File: config.mk
export PLATFORM = sky130hd
export DESIGN_NAME = a25_wishbone_slave_mem_flat
export DESIGN_NICKNAME = d
export VERILOG_FILES = /design/src/rtl/a25_wishbone_slave_mem_if.sv /design/src/rtl/a25_wishbone_slave_mem.sv /design/src/flat_wrapper.sv
export SDC_FILE = /design/constraint.sdc
export NUM_CORES = 1
export LEC_CHECK = 0
export ABC_AREA = 1
export CAP_MARGIN = 5
export CORE_AREA = 2 2 232 234
export DETAILED_ROUTE_END_ITERATION = 8
export DIE_AREA = 0 0 234 236
export PLACE_DENSITY = 0.58
export SYNTH_ARGS = -nofsm -noshare
export SYNTH_HDL_FRONTEND = slang
export SYNTH_SLANG_ARGS = --single-unit
File: constraint.sdc
create_clock -name i_clk -period 3.4 [get_ports i_clk]
set_input_delay 0.85 -clock i_clk [delete_from_list [all_inputs] [get_ports i_clk]]
set_output_delay 0.85 -clock i_clk [all_outputs]
set_load 0.02 [all_outputs]
File: src/rtl/a25_wishbone_slave_mem_if.sv
// Wishbone B3 classic bundle between the Amber 128-bit master port and a memory slave.
interface a25_wishbone_slave_mem_if;
    logic [31:0]  i_wb_adr;
    logic [15:0]  i_wb_sel;
    logic         i_wb_we;
    logic [127:0] i_wb_dat;
    logic         i_wb_cyc;
    logic         i_wb_stb;
    logic [127:0] o_wb_dat;
    logic         o_wb_ack;
    logic         o_wb_err;

    modport master (
        output i_wb_adr, i_wb_sel, i_wb_we, i_wb_dat, i_wb_cyc, i_wb_stb,
        input  o_wb_dat, o_wb_ack, o_wb_err
    );
    modport slave (
        input  i_wb_adr, i_wb_sel, i_wb_we, i_wb_dat, i_wb_cyc, i_wb_stb,
        output o_wb_dat, o_wb_ack, o_wb_err
    );
endinterface

File: src/rtl/a25_wishbone_slave_mem.sv
// Wishbone classic slave in front of a fixed-latency 128-bit single-port SRAM.
// One transaction in flight; every output comes straight from a register.
module a25_wishbone_slave_mem #(
    parameter logic [31:0] BASE_ADDR    = 32'h0000_0000,
    parameter int unsigned ADDR_W       = 10,
    parameter int unsigned READ_LATENCY = 1,
    parameter bit          ERR_EN       = 1'b1
) (
    input  logic                    i_clk,
    input  logic                    i_rst_n,
    a25_wishbone_slave_mem_if.slave wb,
    output logic                    o_mem_en,
    output logic                    o_mem_we,
    output logic [ADDR_W-1:0]       o_mem_addr,
    output logic [15:0]             o_mem_be,
    output logic [127:0]            o_mem_wdata,
    input  logic [127:0]            i_mem_rdata
);
    typedef enum logic [2:0] {S_IDLE, S_ACCESS, S_RD_WAIT, S_ACK, S_ERR} state_e;

    // 33-bit window bounds so a window ending at 2^32 does not wrap to zero
    localparam logic [32:0] WIN_LO = {1'b0, BASE_ADDR};
    localparam logic [32:0] WIN_HI = WIN_LO + (33'd16 << ADDR_W);

    state_e              state_q, state_d;
    logic [2:0]          cnt_q, cnt_d;
    logic                ack_q, ack_d, err_q, err_d;
    logic                en_q, en_d, mwe_q, mwe_d;
    logic [ADDR_W-1:0]   maddr_q, maddr_d;
    logic [15:0]         be_q, be_d;
    logic [127:0]        wdata_q, wdata_d, rdat_q, rdat_d;

    logic [32:0]         adr_ext;
    logic                in_win, req;
    logic [ADDR_W-1:0]   word_addr;
    logic                unused_nibble;

    assign adr_ext       = {1'b0, wb.i_wb_adr};
    assign in_win        = (adr_ext >= WIN_LO) && (adr_ext < WIN_HI);
    assign req           = wb.i_wb_cyc && wb.i_wb_stb;
    // base is 16-byte aligned, so subtracting only the word bits loses no borrow
    assign word_addr     = wb.i_wb_adr[ADDR_W+3:4] - BASE_ADDR[ADDR_W+3:4];
    assign unused_nibble = ^wb.i_wb_adr[3:0];

    always_comb begin
        state_d = state_q;
        cnt_d   = cnt_q;
        ack_d   = 1'b0;
        err_d   = 1'b0;
        en_d    = 1'b0;
        mwe_d   = 1'b0;
        maddr_d = '0;
        be_d    = '0;
        wdata_d = '0;
        rdat_d  = rdat_q;
        case (state_q)
            S_IDLE: begin
                if (req) begin
                    if (in_win || !ERR_EN) begin
                        state_d = S_ACCESS;
                        en_d    = 1'b1;
                        mwe_d   = wb.i_wb_we;
                        maddr_d = word_addr;
                        be_d    = wb.i_wb_we ? wb.i_wb_sel : 16'h0000;
                        wdata_d = wb.i_wb_dat;
                    end else begin
                        state_d = S_ERR;
                        err_d   = 1'b1;
                    end
                end
            end
            // mwe_q still holds the latched direction while the access is on the SRAM port
            S_ACCESS: begin
                if (!wb.i_wb_cyc) begin
                    state_d = S_IDLE;
                end else if (mwe_q) begin
                    state_d = S_ACK;
                    ack_d   = 1'b1;
                end else begin
                    state_d = S_RD_WAIT;
                    cnt_d   = 3'(READ_LATENCY);
                end
            end
            S_RD_WAIT: begin
                if (!wb.i_wb_cyc) begin
                    state_d = S_IDLE;
                end else if (cnt_q == 3'd1) begin
                    state_d = S_ACK;
                    ack_d   = 1'b1;
                    rdat_d  = i_mem_rdata;
                end else begin
                    cnt_d = cnt_q - 3'd1;
                end
            end
            S_ACK:   state_d = S_IDLE;
            S_ERR:   state_d = S_IDLE;
            default: state_d = S_IDLE;
        endcase
    end

    always_ff @(posedge i_clk or negedge i_rst_n) begin
        if (!i_rst_n) begin
            state_q <= S_IDLE;
            cnt_q   <= '0;
            ack_q   <= 1'b0;
            err_q   <= 1'b0;
            en_q    <= 1'b0;
            mwe_q   <= 1'b0;
            maddr_q <= '0;
            be_q    <= '0;
            wdata_q <= '0;
            rdat_q  <= '0;
        end else begin
            state_q <= state_d;
            cnt_q   <= cnt_d;
            ack_q   <= ack_d;
            err_q   <= err_d;
            en_q    <= en_d;
            mwe_q   <= mwe_d;
            maddr_q <= maddr_d;
            be_q    <= be_d;
            wdata_q <= wdata_d;
            rdat_q  <= rdat_d;
        end
    end

    assign wb.o_wb_dat = rdat_q;
    assign wb.o_wb_ack = ack_q;
    assign wb.o_wb_err = err_q;
    assign o_mem_en    = en_q;
    assign o_mem_we    = mwe_q;
    assign o_mem_addr  = maddr_q;
    assign o_mem_be    = be_q;
    assign o_mem_wdata = wdata_q;
endmodule

File: src/flat_wrapper.sv
// flat-port wrapper written by rule: the top's interface ports become plain ports
module a25_wishbone_slave_mem_flat 
#(
    parameter logic [31:0] BASE_ADDR    = 32'h0000_0000,
    parameter int unsigned ADDR_W       = 10,
    parameter int unsigned READ_LATENCY = 1,
    parameter bit          ERR_EN       = 1'b1
)
  (i_clk, i_rst_n, o_mem_en, o_mem_we, o_mem_addr, o_mem_be, o_mem_wdata, i_mem_rdata, wb_i_wb_adr, wb_i_wb_sel, wb_i_wb_we, wb_i_wb_dat, wb_i_wb_cyc, wb_i_wb_stb, wb_o_wb_dat, wb_o_wb_ack, wb_o_wb_err);
  a25_wishbone_slave_mem_if wb_i ();
  input  logic i_clk;
  input  logic i_rst_n;
  output logic o_mem_en;
  output logic o_mem_we;
  output logic [ADDR_W-1:0] o_mem_addr;
  output logic [15:0] o_mem_be;
  output logic [127:0] o_mem_wdata;
  input  logic [127:0] i_mem_rdata;
  input wire logic [$bits(wb_i.i_wb_adr)-1:0] wb_i_wb_adr;
  input wire logic [$bits(wb_i.i_wb_sel)-1:0] wb_i_wb_sel;
  input wire logic [$bits(wb_i.i_wb_we)-1:0] wb_i_wb_we;
  input wire logic [$bits(wb_i.i_wb_dat)-1:0] wb_i_wb_dat;
  input wire logic [$bits(wb_i.i_wb_cyc)-1:0] wb_i_wb_cyc;
  input wire logic [$bits(wb_i.i_wb_stb)-1:0] wb_i_wb_stb;
  output wire logic [$bits(wb_i.o_wb_dat)-1:0] wb_o_wb_dat;
  output wire logic [$bits(wb_i.o_wb_ack)-1:0] wb_o_wb_ack;
  output wire logic [$bits(wb_i.o_wb_err)-1:0] wb_o_wb_err;
  assign wb_i.i_wb_adr = wb_i_wb_adr;
  assign wb_i.i_wb_sel = wb_i_wb_sel;
  assign wb_i.i_wb_we = wb_i_wb_we;
  assign wb_i.i_wb_dat = wb_i_wb_dat;
  assign wb_i.i_wb_cyc = wb_i_wb_cyc;
  assign wb_i.i_wb_stb = wb_i_wb_stb;
  assign wb_o_wb_dat = wb_i.o_wb_dat;
  assign wb_o_wb_ack = wb_i.o_wb_ack;
  assign wb_o_wb_err = wb_i.o_wb_err;
  a25_wishbone_slave_mem #(.BASE_ADDR(BASE_ADDR), .ADDR_W(ADDR_W), .READ_LATENCY(READ_LATENCY), .ERR_EN(ERR_EN)) u_core (.i_clk(i_clk), .i_rst_n(i_rst_n), .wb(wb_i), .o_mem_en(o_mem_en), .o_mem_we(o_mem_we), .o_mem_addr(o_mem_addr), .o_mem_be(o_mem_be), .o_mem_wdata(o_mem_wdata), .i_mem_rdata(i_mem_rdata));
endmodule
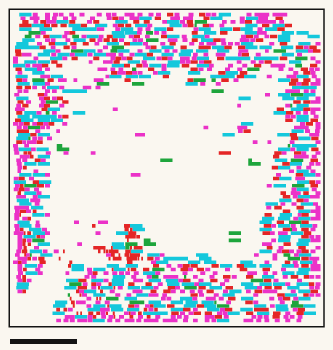
**Above:** cell classes on the final placement.
Scale bar: 50 um.
magenta -> other buffers and delay cells  # cells 622
red -> all other logic  # cells 360
cyan -> flip-flops  # cells 292
green -> clock drivers and dummy loads  # cells 62

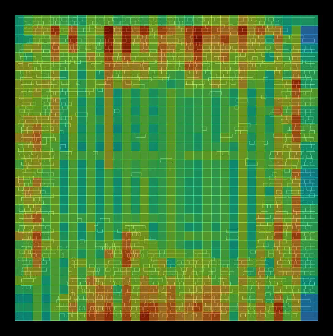
**Above:** routing congestion.
met2 routing resource usage after global routing: 0.229
met1 usage in global routing: 0.147
core utilization of the finished layout: 0.369

==> impl_results.html <==
<h2>Implementation results</h2>
<table>
<tr><th>Metric</th><th>Value</th></tr>
<tr><th colspan="2">Pwr</th></tr>
<tr><td>Leakage Power</td><td>8.71 nW</td></tr>
<tr><td>Share of power burned in registers</td><td>0.444</td></tr>
<tr><td>Peak VDD IR</td><td>0.299 mV</td></tr>
<tr><td>Power density normalized to cell area</td><td>408 nW/um^2</td></tr>
<tr><td>Sw Share</td><td>0.225</td></tr>
<tr><th colspan="2">Synth</th></tr>
<tr><td>Synthesized area</td><td>approximately 12000 um^2</td></tr>
<tr><td>Count of warnings emitted by yosys</td><td>0</td></tr>
<tr><td>Post-synthesis register bit count</td><td>between 200 and 300</td></tr>
<tr><td>Yosys Chip Area</td><td>11600 um^2</td></tr>
<tr><td>Number of unique standard cell types used by synthesis</td><td>25</td></tr>
<tr><th colspan="2">Clock tree</th></tr>
<tr><td>H-tree Lvls</td><td>2</td></tr>
<tr><td>Clk Latency, worst-skew pair</td><td>around 0.53 ns</td></tr>
<tr><td>Clock root buffer master</td><td>sky130_fd_sc_hd__clkbuf_16</td></tr>
<tr><td>Clock net sink count</td><td>292</td></tr>
<tr><td>Number of buffers inserted by post-CTS setup repair</td><td>0</td></tr>
<tr><td>Clock transition at the registers of the reported paths</td><td>0.06 ns</td></tr>
<tr><td>Clock buffers created by TritonCTS</td><td>36</td></tr>
<tr><th colspan="2">Global routing</th></tr>
<tr><td>Maximum number of pins on one net before global-route repair</td><td>89</td></tr>
<tr><td>Global-route usage over all layers</td><td>0.130</td></tr>
<tr><td>Total global routing overflow</td><td>0</td></tr>
<tr><td>Vias in the first global route</td><td>approximately 8600</td></tr>
<tr><td>Number of antenna violations at the first check in global routing</td><td>3</td></tr>
<tr><th colspan="2">Worst setup path</th></tr>
<tr><td>Critical Path, Cell by Cell</td><td>clkdlybuf4s50_1</td></tr>
<tr><td>Crit path launch type</td><td>flop</td></tr>
<tr><td>CP max stage cell</td><td>sky130_fd_sc_hd__clkdlybuf4s50_1</td></tr>
<tr><td>Critical path type</td><td>reg2out</td></tr>
<tr><td>Worst path arrival time</td><td>1.56 ns</td></tr>
<tr><td>Req. time, crit path</td><td>2.55 ns</td></tr>
<tr><td>Largest incremental delay on the critical path</td><td>0.63 ns</td></tr>
<tr><td>CP Max Fanout</td><td>2</td></tr>
<tr><th colspan="2">Job</th></tr>
<tr><td>Number of max-cap violations</td><td>0</td></tr>
<tr><td>Tally of OpenROAD warnings</td><td>31</td></tr>
<tr><th colspan="2">Timing</th></tr>
<tr><td>Final setup TNS</td><td>0 ns</td></tr>
<tr><td>Ratio of final minimum period to clock period</td><td>0.709</td></tr>
<tr><td>Final hold vios</td><td>0</td></tr>
<tr><td>Worst clock skew on the final layout</td><td>0.00956 ns</td></tr>
<tr><td>Fmax</td><td>0.415 GHz</td></tr>
<tr><td>Slew @ Worst Pin</td><td>0.620 ns</td></tr>
<tr><td>Final Max Tran Viols</td><td>0</td></tr>
<tr><th colspan="2">Run status</th></tr>
<tr><td>Result of the run</td><td>completed</td></tr>
<tr><th colspan="2">Layout</th></tr>
<tr><td>Number of nets at the end of the flow</td><td>1623</td></tr>
<tr><th colspan="2">Floorplan</th></tr>
<tr><td>Die ar.</td><td>55200 um^2</td></tr>
<tr><td>Row Count</td><td>85</td></tr>
<tr><td>Effective utilization at floorplan</td><td>0.219</td></tr>
<tr><td>Core area</td><td>53100 um^2</td></tr>
<tr><th colspan="2">Drt</th></tr>
<tr><td>Number of DRC violations after detailed routing</td><td>0</td></tr>
<tr><td>Violation tally from detailed-route iteration zero</td><td>around 200</td></tr>
<tr><td>Wire length after detailed routing</td><td>~37000 um</td></tr>
<tr><th colspan="2">Placement</th></tr>
<tr><td>Number of I/O port buffers</td><td>590</td></tr>
<tr><td>HPWL after DPL</td><td>around 28000 um</td></tr>
</table>
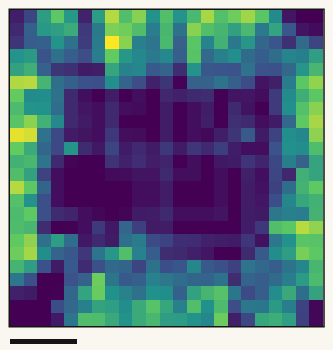
**Above:** wiring heat map.
Scale bar: 50 um. The die is cut into 23 by 24 equal tiles; dark purple is low, yellow is high, scaled to the fullest tile. Values are wire area over tile area, all layers added.
emptiest ninth of the die = centre
tiles over half the peak = 26%
fullest tile = 0.35
mean over tiles = 0.11
nearly empty tiles = 13%

-- area by class of cell --
class                   instances  area (um^2)  share of cell area
clock inverters                 8         62.6             0.00320
repair buffers                622         6290               0.321
inverters                      27          101             0.00518
multi-input cells             333         3860               0.197
diodes                          1         2.50            0.000128
well taps                     696          871              0.0445
flip-flops and latches        292         7310               0.373
clock buffers                  54         1080              0.0552
-- sequential cells by signal, summed over array words and instances (netlist names) --
register	cells
u_core.wb.o_wb_dat	128
u_core.wb.o_wb_err	1
u_core.o_mem_be	16
u_core.wb.o_wb_ack	1
u_core.o_mem_we	1
u_core.state_q	3
u_core.o_mem_en	1
u_core.cnt_q	3
u_core.o_mem_addr	10
u_core.o_mem_wdata	128
-- cells in the mapped netlist (all sizes together) --
cell type    n
nor3b      138
nor2        33
nand3        6
mux2       128
clkbuf       5
and2         1
nand3b       2
xnor2        1
or2          1
a21oi        2
ha           2
inv         27
nand4        1
o21ai        4
buf         40
dfrtp      292
nand2       14
-- worst paths after layout --
kind	slack, ns	startpoint	cells after the start	endpoint
max in group asynchronous	2.32	i_rst_n	2	u_core.o_mem_wdata[18]
setup reg to reg	1.14	u_core.cnt_q[1]	7	u_core.wb.o_wb_dat[32]
setup / recovery	0.99	u_core.wb.o_wb_dat[52]	1	wb_o_wb_dat[52]
hold / removal	0.23	i_rst_n	1	u_core.o_mem_wdata[93]
min in group i_clk	0.51	u_core.wb.o_wb_dat[71]	1	u_core.wb.o_wb_dat[71]
hold reg to reg	0.51	u_core.wb.o_wb_dat[71]	1	u_core.wb.o_wb_dat[71]
-- power by group through the flow --
stage / logic [mW] / clock network (mW) / registers, mW
global placement: 0.733 / 0 / 3.61
global route: 0.781 / 4.01 / 3.55
finish: 0.725 / 3.71 / 3.55
detailed placement: 0.738 / 0 / 3.61
CTS: 0.743 / 3.87 / 3.55
floorplan: 0.142 / 0 / 3.65
-- per-stage QoR --
step	total power [mW]	setup slack [ns]	area, um^2	instances	hold WS (ns)
2_1_floorplan	3.79	1.51	11600	697	0.453
3_3_place_gp	4.34	0.467	18400	1970	0.480
3_5_place_dp	4.35	0.418	18400	1970	0.491
4_1_cts	8.16	0.923	19600	2032	0.198
5_1_grt	8.34	0.867	19600	2033	0.218
6_report	7.98	0.988	19600	2033	0.225
-- logic make-up (layout without fill, tap and decap cells) --
family | count (synthesis) | count (layout) | share of synthesized area
compound gates | 6 | 6 | 0.00259
buf+inv | 72 | 711 | 0.0404
mux | 128 | 128 | 0.163
xor+xnor | 1 | 1 | 0.000755
fa+ha+maj | 2 | 2 | 0.00216
other cells | 0 | 1 | 0
simple gates | 196 | 196 | 0.161
flops | 292 | 292 | 0.630
-- routing by layer --
layer	up-vias	part of all wire	GRT usage	wire (um)
met3	56	0.082	0.0424	3030
met1	3929	0.38	0.147	13900
li1	3581	-	-	-
met5	-	0.00057	0	21
met4	4	0.024	0.0405	893
met2	325	0.51	0.229	18900
-- cell usage in the layout, fill, tap and decap left out, drive strengths merged, types with 4 or more instances in the layout --
cell type	n
inv	31
nor3b	138
nor2	33
nand2	14
clkdlybuf4s50	589
clkbuf	54
nand3	6
o21ai	4
dfrtp	292
buf	33
mux2	128
Power is estimated from default activity; no workload was simulated.
